## config.mk

```make
export PLATFORM = sky130hd
export DESIGN_NAME = deserializer
export DESIGN_NICKNAME = d
export VERILOG_FILES = /design/src/rtl/lane_pkg.sv /design/src/rtl/deserializer_run_length_detector.sv /design/src/rtl/deserializer.sv
export SDC_FILE = /design/constraint.sdc
export NUM_CORES = 1
export LEC_CHECK = 0
export CORE_MARGIN = 10
export CORE_UTILIZATION = 53
export DETAILED_ROUTE_END_ITERATION = 8
export PLACE_DENSITY = 0.84
export SLEW_MARGIN = 20
export SYNTH_ARGS = -nofsm -noshare
export SYNTH_HDL_FRONTEND = slang
export SYNTH_SLANG_ARGS = --single-unit
```

## constraint.sdc

```tcl
create_clock -name clk -period 2.44 [get_ports clk]
set_clock_uncertainty 0.1 [all_clocks]
set_input_delay 0.244 -clock clk [delete_from_list [all_inputs] [get_ports clk]]
set_output_delay 0.244 -clock clk [all_outputs]
set_load 0.05 [all_outputs]
```

## src/rtl/lane_pkg.sv

```systemverilog
// Lane-level definitions shared by the serializer and deserializer.
// The state encodings must match the transmit side.
package lane_pkg;

    localparam logic [1:0] DISCONNECTED_S = 2'h0;
    localparam logic [1:0] IDLE_S         = 2'h1;
    localparam logic [1:0] START          = 2'h2;
    localparam logic [1:0] RESERVED_S     = 2'h3;

    localparam int LANE_SYM_W = 10;

    function automatic logic is_start(input logic [1:0] st);
        return st == START;
    endfunction

endpackage

```

## src/rtl/deserializer_run_length_detector.sv

```systemverilog
// Counts consecutive serial bits equal to TARGET and raises det once LEN are seen.
// The counter saturates at LEN, so det stays high for as long as the run lasts.
module run_length_detector #(
    parameter int LEN    = 16,
    parameter bit TARGET = 1'b1
) (
    input  logic clk,
    input  logic rst,
    input  logic ser_in,
    output logic det
);

    localparam int CW = $clog2(LEN + 1);
    localparam logic [CW-1:0] LEN_C = CW'(LEN);

    logic [CW-1:0] cnt_q, cnt_d;
    logic          det_q, det_d;

    always_comb begin
        cnt_d = '0;
        if (ser_in == TARGET)
            cnt_d = (cnt_q == LEN_C) ? cnt_q : cnt_q + 1'b1;
        // Flag is registered from the next count, so it rises with the LEN-th bit.
        det_d = (cnt_d == LEN_C);
    end

    always_ff @(posedge clk) begin
        if (rst) begin
            cnt_q <= '0;
            det_q <= 1'b0;
        end else begin
            cnt_q <= cnt_d;
            det_q <= det_d;
        end
    end

    assign det = det_q;

endmodule

```

## src/rtl/deserializer.sv

```systemverilog
// Receive-side lane deserializer: LSB-first bit stream to DATA_WIDTH-bit symbols,
// plus idle (all ones) and disconnect (all zeros) run-length detection.
module deserializer
    import lane_pkg::*;
#(
    parameter int DATA_WIDTH   = LANE_SYM_W,
    parameter int IDLE_DET_LEN = 16,
    parameter int DISC_DET_LEN = 16
) (
    input  logic                  clk,
    input  logic                  rst,
    input  logic [1:0]            rx_state,
    input  logic                  ser_in,
    output logic [DATA_WIDTH-1:0] parallel_out,
    output logic                  data_valid,
    output logic                  frame_abort,
    output logic                  idle_det,
    output logic                  disc_det
);

    localparam int CNT_W = $clog2(DATA_WIDTH);
    localparam logic [CNT_W-1:0] LAST_BIT = CNT_W'(DATA_WIDTH - 1);

    logic [DATA_WIDTH-1:0] shift_q, shift_d;
    logic [DATA_WIDTH-1:0] pout_q, pout_d;
    logic [CNT_W-1:0]      bit_cnt_q, bit_cnt_d;
    logic                  valid_q, valid_d;
    logic                  abort_q, abort_d;

    always_comb begin
        shift_d   = shift_q;
        pout_d    = pout_q;
        bit_cnt_d = '0;
        valid_d   = 1'b0;
        abort_d   = 1'b0;
        if (is_start(rx_state)) begin
            shift_d = {ser_in, shift_q[DATA_WIDTH-1:1]};
            if (bit_cnt_q == LAST_BIT) begin
                pout_d  = shift_d;
                valid_d = 1'b1;
            end else begin
                bit_cnt_d = bit_cnt_q + 1'b1;
            end
        end else begin
            // bit_cnt is only nonzero outside START on the first cycle after leaving it.
            abort_d = (bit_cnt_q != '0);
        end
    end

    always_ff @(posedge clk) begin
        if (rst) begin
            shift_q   <= '0;
            pout_q    <= '0;
            bit_cnt_q <= '0;
            valid_q   <= 1'b0;
            abort_q   <= 1'b0;
        end else begin
            shift_q   <= shift_d;
            pout_q    <= pout_d;
            bit_cnt_q <= bit_cnt_d;
            valid_q   <= valid_d;
            abort_q   <= abort_d;
        end
    end

    assign parallel_out = pout_q;
    assign data_valid   = valid_q;
    assign frame_abort  = abort_q;

    run_length_detector #(.LEN(IDLE_DET_LEN), .TARGET(1'b1)) u_idle_det (
        .clk    (clk),
        .rst    (rst),
        .ser_in (ser_in),
        .det    (idle_det)
    );

    run_length_detector #(.LEN(DISC_DET_LEN), .TARGET(1'b0)) u_disc_det (
        .clk    (clk),
        .rst    (rst),
        .ser_in (ser_in),
        .det    (disc_det)
    );

endmodule
```

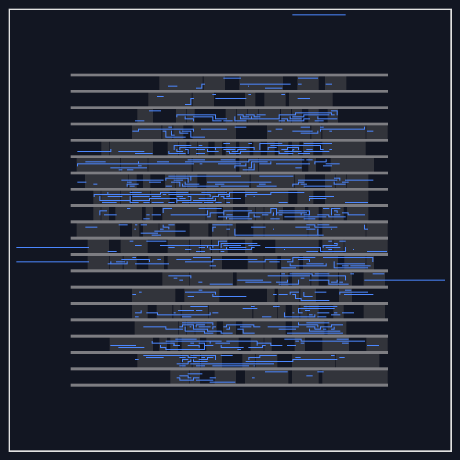
**Above:** the metal 1 layer.
Scale: 6 px per um. Supply wires on this layer in grey. Cells faint in the background.
share of all routed wire: 43%
wire length on this layer: 1,290 um
nets with wire on the layer: 180
main direction: horizontal
longest straight run: 19.3 um
met1 usage: 12.4%
total number of vias: 1,202

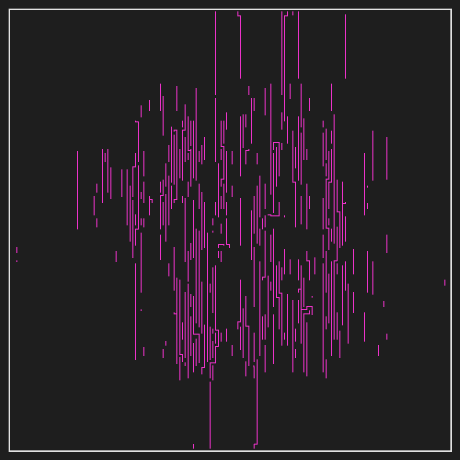
**Above:** metal 2.
Scale: 6 px per um.
longest straight run: 21.4 um
nets with wire on the layer: 168
wire length on this layer: 1,500 um

==> results.txt <==
flow finished, numbers: status=completed, setup slack, reg-to-reg=460 ps, GPL Wtd Cong=0.800, first-pass GRT wire length=5110 um, hold path cells=2, Hold Buf Count CTS=0, Die X=73.4 um, yosys stat area=1510 um^2, Root Buffer=clkbuf_4, Max power group=registers, Worst Slack Setup Final=463 ps, GR Overflow Total=0, wire length on met3=144 um, Int Pwr=0.000875 W, Inst Count DP=213, vias per cell=5.44, met2 Usage GRT=20.6%, Clk power=0.000446 W, Synth flops=37, Top cells excl fill/tap=37 x dfxtp_1, 19 x a21oi_1, 19 x nand2_1, Place WS=509 ps, number of detailed-route iterations in the first pass=4, final instance area=1810 um^2, most numerous logic cell after layout=dfxtp_1, Main synth FF type=dfxtp_1, Worst Path Required=2590 ps, Net Sw Power=0.000243 W, average cell area after synthesis=8.89 um^2, slew at the pin closest to its max-slew limit=536 ps, power share of the combinational group=5.1%, Cell Area, Synth=1510 um^2, Detailed Route Iter0 Violations=72, Sink Count=37, sequential power=0.000614 W, OpenROAD warning count=30, Final Non-Filler Cells=221, ant diodes=0
through the flow:
| step | utilization, % | total power, W |
|---|---|---|
| floorplan | - | 0.000664 |
| global placement | 62.9 | 0.000681 |
| detailed placement | 62.9 | 0.000685 |
| CTS | 66.1 | 0.00113 |
| global route | 66.1 | 0.00116 |
| finish | 66.1 | 0.00112 |
critical path, cell delays in order (launching register included):
cell and delay [ps]:
dfxtp_1 380, inv_1 110, ha_1 220, nor4bb_2 200
or4b_1 500, a2111oi_2 370
cell families (layout without fill, tap and decap cells):
family | count (synthesis) | count (layout) | share of synthesized area [%]
compound gates | 32 | 32 | 12.1
flops | 37 | 37 | 49.0
simple gates | 66 | 66 | 22.6
mux | 2 | 2 | 1.41
xor+xnor | 8 | 8 | 4.64
buf+inv | 18 | 38 | 4.47
fa+ha+maj | 7 | 7 | 5.79
cells in the mapped netlist (4+ instances only):
master / number / area, um^2
a21oi_1: 19 / 95.1
clkbuf_1: 9 / 33.8
dfxtp_1: 37 / 741
ha_1: 7 / 87.6
inv_1: 9 / 33.8
nand2_1: 19 / 71.3
nand3_1: 17 / 85.1
nor2_1: 12 / 45.0
nor2b_1: 4 / 25.0
o21ai_0: 10 / 50.1
xnor2_1: 5 / 43.8
area by class of cell:
type,count,area (um^2)
fill,220,926
inverter,9,33.8
tap,31,38.8
multi-input combinational,115,703
clock buffer,6,51.3
clock inverter,2,37.5
timing repair buffer,21,203
sequential,37,741
state kept, by name (all words and copies together) (netlist names):
signal            flops
data_valid            1
bit_cnt_q             4
u_disc_det.det        1
shift_q               9
u_disc_det.cnt_q      5
u_idle_det.det        1
frame_abort           1
parallel_out         10
u_idle_det.cnt_q      5
Power and IR drop assume default switching activity.
